$ cat src/rtl/tdm_frame_receiver_pkg.sv
// Shared definitions for the TDM frame link: state encoding, slot index sizing
// and default geometry common to the transmit and receive blocks.
package tdm_frame_receiver_pkg;

  localparam int unsigned DefDataW    = 4;
  localparam int unsigned DefNumSlots = 4;

  typedef enum logic [0:0] {
    StIdle,
    StRecv
  } rx_state_e;

  function automatic int unsigned slot_idx_w(input int unsigned num_slots);
    return (num_slots > 2) ? $clog2(num_slots) : 1;
  endfunction

endpackage

$ cat src/rtl/tdm_gap_timer.sv
// Saturating idle-cycle counter. It pulses timeout on the tick that brings the count
// to GapMax. A GapMax of 0 disables the timeout.
module tdm_gap_timer #(
  parameter int unsigned GapMax = 15
) (
  input  logic clk_i,
  input  logic rst_ni,
  input  logic clear_i,
  input  logic tick_i,
  output logic timeout_o
);

  localparam int unsigned CntW = (GapMax > 0) ? $clog2(GapMax + 1) : 1;

  logic [CntW-1:0] cnt_q;

  always_ff @(posedge clk_i or negedge rst_ni) begin
    if (!rst_ni) begin
      cnt_q <= '0;
    end else if (clear_i) begin
      cnt_q <= '0;
    end else if (tick_i && (cnt_q != CntW'(GapMax))) begin
      cnt_q <= cnt_q + CntW'(1);
    end
  end

  assign timeout_o = (GapMax != 0) && tick_i && !clear_i && (cnt_q == CntW'(GapMax - 1));

endmodule

$ cat src/rtl/tdm_frame_receiver.sv
// Reassembles time-multiplexed slot words into a frame and commits all slots at
// once when the last slot arrives. Aborted frames never disturb out_data_o.
module tdm_frame_receiver
  import tdm_frame_receiver_pkg::*;
#(
  parameter int unsigned DataW    = DefDataW,
  parameter int unsigned NumSlots = DefNumSlots,
  parameter int unsigned GapMax   = 15
) (
  input  logic                      clk_i,
  input  logic                      rst_ni,
  input  logic                      en_i,
  input  logic                      in_valid_i,
  input  logic                      in_sof_i,
  input  logic [DataW-1:0]          in_data_i,
  output logic [NumSlots*DataW-1:0] out_data_o,
  output logic                      frame_done_o,
  output logic                      frame_err_o,
  output logic                      busy_o
);

  localparam int unsigned SlotW = slot_idx_w(NumSlots);
  localparam logic [SlotW-1:0] LastSlot = SlotW'(NumSlots - 1);

  rx_state_e                  state_q;
  logic [SlotW-1:0]           cnt_q;
  logic [DataW-1:0]           shadow_q [NumSlots-1];
  logic [(NumSlots-1)*DataW-1:0] shadow_flat;
  logic                       gap_clear, gap_tick, gap_timeout;

  always_comb begin
    shadow_flat = '0;
    for (int k = 0; k < NumSlots - 1; k++) begin
      shadow_flat[k*DataW +: DataW] = shadow_q[k];
    end
  end

  // Idle cycles count only while a frame is open and enabled; any beat restarts the count.
  assign gap_clear = (state_q != StRecv) || in_valid_i || !en_i;
  assign gap_tick  = (state_q == StRecv) && en_i && !in_valid_i;

  tdm_gap_timer #(
    .GapMax (GapMax)
  ) u_gap_timer (
    .clk_i     (clk_i),
    .rst_ni    (rst_ni),
    .clear_i   (gap_clear),
    .tick_i    (gap_tick),
    .timeout_o (gap_timeout)
  );

  always_ff @(posedge clk_i or negedge rst_ni) begin
    if (!rst_ni) begin
      state_q      <= StIdle;
      cnt_q        <= '0;
      out_data_o   <= '0;
      frame_done_o <= 1'b0;
      frame_err_o  <= 1'b0;
      for (int k = 0; k < NumSlots - 1; k++) begin
        shadow_q[k] <= '0;
      end
    end else begin
      frame_done_o <= 1'b0;
      frame_err_o  <= 1'b0;
      unique case (state_q)
        StIdle: begin
          if (en_i && in_valid_i && in_sof_i) begin
            shadow_q[0] <= in_data_i;
            cnt_q       <= SlotW'(1);
            state_q     <= StRecv;
          end
        end
        StRecv: begin
          if (!en_i) begin
            frame_err_o <= 1'b1;
            cnt_q       <= '0;
            state_q     <= StIdle;
          end else if (in_valid_i && in_sof_i) begin
            // Early SOF restarts the frame in place with this word as slot 0.
            frame_err_o <= 1'b1;
            shadow_q[0] <= in_data_i;
            cnt_q       <= SlotW'(1);
          end else if (in_valid_i) begin
            if (cnt_q == LastSlot) begin
              out_data_o   <= {in_data_i, shadow_flat};
              frame_done_o <= 1'b1;
              cnt_q        <= '0;
              state_q      <= StIdle;
            end else begin
              shadow_q[cnt_q] <= in_data_i;
              cnt_q           <= cnt_q + SlotW'(1);
            end
          end else if (gap_timeout) begin
            frame_err_o <= 1'b1;
            cnt_q       <= '0;
            state_q     <= StIdle;
          end
        end
        default: state_q <= StIdle;
      endcase
    end
  end

  assign busy_o = (state_q == StRecv);

endmodule

$ cat config.mk
export PLATFORM = sky130hd
export DESIGN_NAME = tdm_frame_receiver
export DESIGN_NICKNAME = d
export VERILOG_FILES = /design/src/rtl/tdm_frame_receiver_pkg.sv /design/src/rtl/tdm_gap_timer.sv /design/src/rtl/tdm_frame_receiver.sv
export SDC_FILE = /design/constraint.sdc
export NUM_CORES = 1
export LEC_CHECK = 0
export ABC_AREA = 1
export CAP_MARGIN = 30
export CORE_MARGIN = 5
export CORE_UTILIZATION = 55
export CTS_BUF_LIST = sky130_fd_sc_hd__clkbuf_4 sky130_fd_sc_hd__clkbuf_8
export CTS_CLUSTER_DIAMETER = 120
export CTS_CLUSTER_SIZE = 12
export DETAILED_ROUTE_END_ITERATION = 8
export PLACE_DENSITY_LB_ADDON = 0.25
export SETUP_SLACK_MARGIN = 0.1
export SLEW_MARGIN = 20
export SYNTH_ARGS = -nofsm -noshare
export SYNTH_HDL_FRONTEND = slang
export SYNTH_HIERARCHICAL = 1
export SYNTH_SLANG_ARGS = --single-unit
$ cat constraint.sdc
create_clock -name clk_i -period 1.9 [get_ports clk_i]
set_input_delay 0.38 -clock clk_i [delete_from_list [all_inputs] [get_ports clk_i]]
set_output_delay 0.38 -clock clk_i [all_outputs]
set_load 0.02 [all_outputs]
==> reports/qor.yml, run 1 <==
status:
  status: "completed"
setup_path:
  r2r-start: "busy_o"
  crit_start: "out_data_o[4]"
  crit_type: "reg -> out"
  ff2ff_setup_slack_ns: 0.34
  start_kind: "register"
  r2r_end: "cnt_q[1]"
  crit_slowest_cell: "clkdlybuf4s50_1"
  path_buffers: 1
  crit_fanout: 2
  endpoint: "out_data_o[4]"
  setup.worst_path.end_class: "primary output"
global_routing:
  use_met1_pct: 22.14
  gr-total-overflow: 0
  grt.busiest_layer: "met2"
final_layout:
  nMultiInputCombCells: 147
  nNetsFinal: 262
  buffers_excl_clock: 36
  final_cell_mix: "87 x nand2_1, 36 x dfrtp_1, 26 x clkdlybuf4s50_1, 16 x inv_1, 14 x nor2_1"
  top_register: "out_data_o"
  area_delta_synth_final_pct: 23.73
  post-route-util_pct: 70.25
  design_area_um2: 2127
  clk_share_pct: 2.588
  finalNonFillerCells: 292
  n_all_inverters: 20
  flops: 37
  clkbuf_count: 6
placed_design:
  place_area_um2: 2072
  portBuffers: 27
yosys:
  compound_area_share_pct: 5.677
  synth_top_cell_by_count: "nand2_1"
  logic_family: "simple AND/OR/NAND/NOR gates"
  ff_type: "dfrtp_1"
  ys_async_sr_fraction_pct: 100.0
  top_area_share_pct: 53.86
  ys_sh_adder_pct: 4.367
  largest_area_cell: "dfrtp_1"
  yosys_area_um2: 1719
final_timing:
  tightest_slew_ns: 0.4523
  tns_ns: 0
  fmax_mhz: 592.6
  period_used_pct: 88.81
flow_run:
  drv_cap: 0
die:
  fp_util_pct: 56.78
  well_tap_count: 44
  ios: 28
  chipWidth_um: 65.91
  core_area_um2: 3028
  die-area_um2: 4344
  chipHeight_um: 65.91
clock_network:
  cts_root_buf: "clkbuf_4"
  cts_resized: 2
  cts_hold_buf: 0
pwr:
  powerDensity_nw_per_um2: 734.1
  power.switching_fraction_pct: 27.73
  p_switching_mw: 0.4330
  pg_comb_mw: 0.242
hold_path:
  hp-class: "in -> async"
### Clock nets, run 1

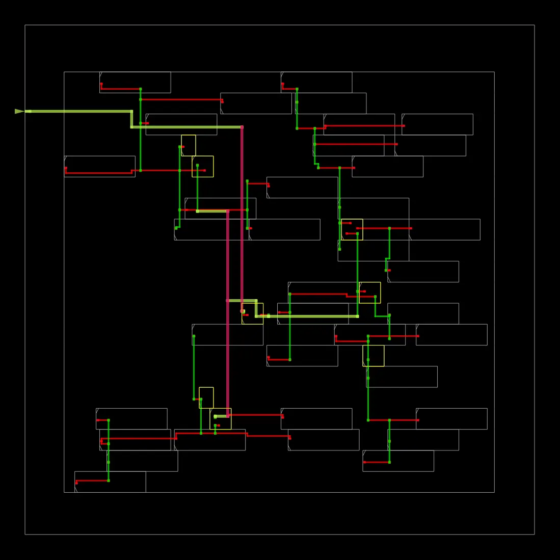
clock group total power: 0.398 mW
CTS Sinks: 37
clock latency on the worst-skew pair: 0.33 ns

### Routed metal, one color a layer, run 1

(4 px per um)
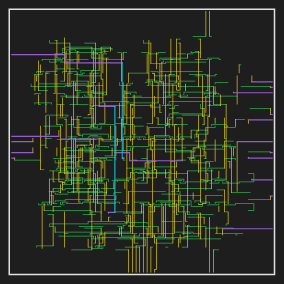
[met3] purple | wire length: 141 um
[met1] green | wire length: 1570 um
[met4] cyan | wire length: 50.3 um
[met2] yellow | wire length: 1450 um
GR Util All Layers: 17.00%
wire length per cell: 10.99 um
final wirelength: 3209 um
total number of vias: 1376

### Clock distribution, run 1

(8 px per um)
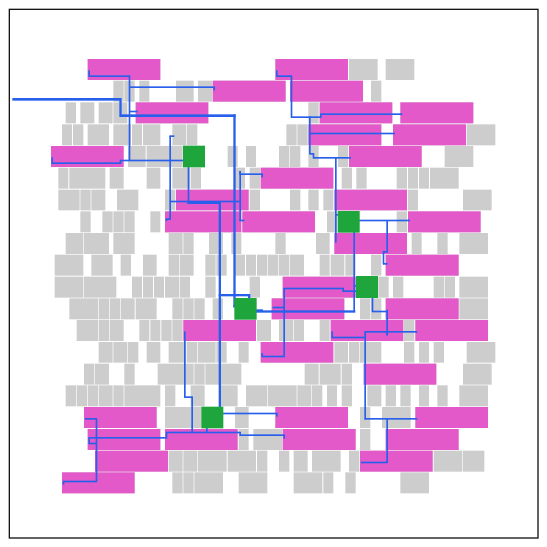
[clock wires] blue | length: 403 um
[cells driving clock nets] green | count: 5
[flip-flops] magenta | count: 37
routed clock nets: 6
clock power share: 25.5%
worst clock skew: 0.009166 ns

### Signal wires on met3, run 1

(8 px per um)
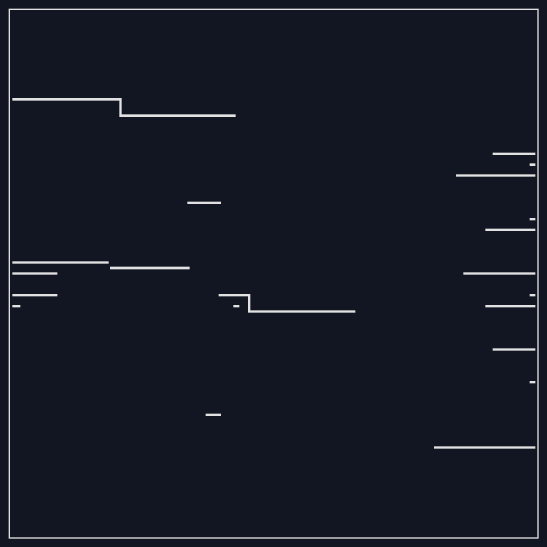
main direction: horizontal
wire length on this layer: 141 um
met3 usage: 3.912%

### Gate families picked out, run 1

(4 px per um)
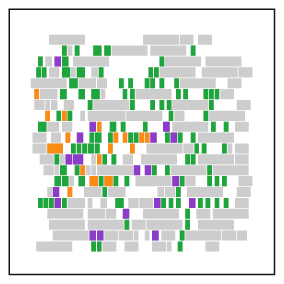

--- run 2 (diff from run 1) ---
--- a/config.mk
+++ b/config.mk
@@ -6,9 +6,8 @@
 export NUM_CORES = 1
 export LEC_CHECK = 0
 export ABC_AREA = 1
-export CAP_MARGIN = 30
 export CORE_MARGIN = 5
-export CORE_UTILIZATION = 55
+export CORE_UTILIZATION = 54
 export CTS_BUF_LIST = sky130_fd_sc_hd__clkbuf_4 sky130_fd_sc_hd__clkbuf_8
 export CTS_CLUSTER_DIAMETER = 120
 export CTS_CLUSTER_SIZE = 12
@@ -18,5 +17,4 @@
 export SLEW_MARGIN = 20
 export SYNTH_ARGS = -nofsm -noshare
 export SYNTH_HDL_FRONTEND = slang
-export SYNTH_HIERARCHICAL = 1
 export SYNTH_SLANG_ARGS = --single-unit
### Gate families picked out, run 2

(4 px per um)
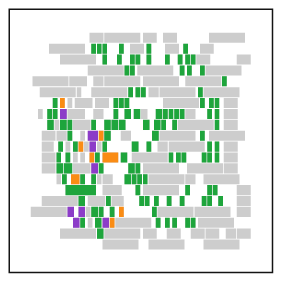
[inverting AOI/OAI gates] purple | cells: 8 | most used: o21ai_0
[NAND gates] green | cells: 116 | most used: nand2_1
[NOR gates] orange | cells: 8 | most used: nor2_1
logic gate fraction of the total cell area: 31.92%
post-route insts no fill: 262
most instantiated logic cell after routing: nand2_1

### Clock nets, run 2

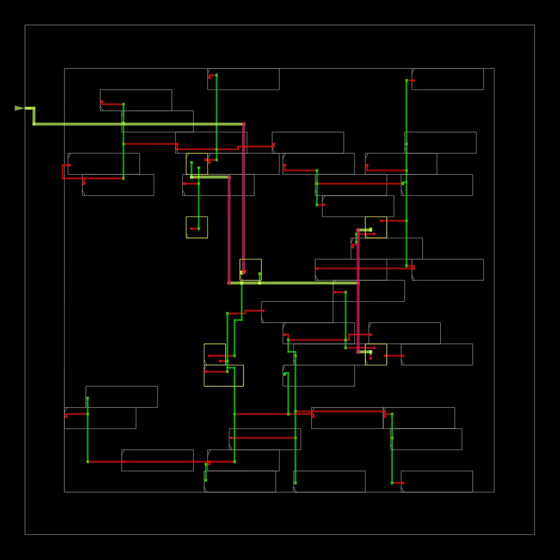
Num CTS Buffers: 5
clock group total power: 0.424 mW
CLK BUF: 7

==> run 2 against run 1 <==
  * Routed wire length is 3.1% higher
  * Power is 0.53% lower
  * Register-to-register slack gained 0.04 ns
==> reports/qor.yml, run 2 <==
final_layout:
  clk_share_pct: 2.896  # +0.31 points
  post-route-util_pct: 67.63  # -2.6 points
  buffers_excl_clock: 31  # -14%
  fillCellCount: 264
  design_area_um2: 2031  # -4.5%
  area_dominant_class: "registers"
  drive_above_1_share_pct: 7.424
  final_cell_mix: "93 x nand2_1, 37 x dfrtp_1, 26 x clkdlybuf4s50_1, 21 x nand3_1, 13 x inv_1"
  nMultiInputCombCells: 139  # -5.4%
  area_delta_synth_final_pct: 22.40
  top_register: "out_data_o"
  n_all_inverters: 15  # -25%
  nNetsFinal: 244  # -6.9%
  flops: 37  # unchanged
  largest_reg_flops: 16
clock_network:
  cts_root_buf: "clkbuf_4"
  cts_resized: 1  # -1
  cts_sinks: 37  # unchanged
  clk-insertion-delay-late_ns: 0.33  # about the same
  htreeDepth: 2
  cts_hold_buf: 0  # unchanged
setup_path:
  path_buffers: 1  # unchanged
  endpoint: "out_data_o[11]"
  start_kind: "register"
  crit_fanout: 2  # unchanged
  path_depth: 1
  ff2ff_setup_slack_ns: 0.38  # +0.04 ns
  crit_type: "reg -> out"
  crit_start: "out_data_o[11]"
  r2r-start: "cnt_q[0]"
  crit_slowest_cell: "clkdlybuf4s50_1"
  setup.worst_path.end_class: "primary output"
  r2r_end: "shadow_flat[0]"
final_timing:
  tightest_slew_ns: 0.4476  # -0.004699 ns
  tns_ns: 0  # unchanged
  skew_ns: 0.003532  # -0.005635 ns
  worst_slack_ns: 0.2125
  period_used_pct: 88.81  # about the same
  hold_viol: 0
  rsz0062_at_grt: "false"
  fmax_mhz: 592.6  # about the same
pwr:
  power.switching_fraction_pct: 26.53  # -1.2 points
  pg_comb_mw: 0.223  # -8%
  p_switching_mw: 0.4121  # -4.8%
  powerDensity_nw_per_um2: 764.8  # +4.2%
  p_clk_share_pct: 27.3  # +1.8 points
placed_design:
  place_area_um2: 1973  # -4.8%
  portBuffers: 27  # unchanged
hold_path:
  hp-class: "in -> async"
status:
  status: "completed"
die:
  well_tap_count: 33  # -25%
  core_area_um2: 3003  # -0.83%
  fp_util_pct: 55.25  # -1.5 points
  ios: 28  # unchanged
  die-area_um2: 4281  # -1.5%
  chipHeight_um: 65.43  # -0.73%
  chipWidth_um: 65.43  # -0.73%
global_routing:
  gr-total-overflow: 0  # unchanged
  use_met3_pct: 3.590  # -0.32 points
  grt_use_total_pct: 18.00  # +1.0 points
  use_met1_pct: 22.15  # about the same
  grt.busiest_layer: "met2"
route:
  num_vias: 1325  # -3.7%
  drt-total-wl_um: 3310  # +3.1%
  wl_per_cell_um: 12.63  # +15%
yosys:
  largest_area_cell: "dfrtp_1"
  yosys_area_um2: 1659  # -3.5%
  logic_family: "simple AND/OR/NAND/NOR gates"
  top_area_share_pct: 55.81  # +1.9 points
  synthMuxAreaShare_pct: 0
  ys.flops: 37
  ys_sh_adder_pct: 4.525  # +0.16 points
  synth_top_cell_by_count: "nand2_1"
  ff_type: "dfrtp_1"
  compound_area_share_pct: 2.564  # -3.1 points
  ys_async_sr_fraction_pct: 100.0  # unchanged
flow_run:
  tool_warnings: 30
  drv_cap: 0  # unchanged
Power and IR drop assume default switching activity.
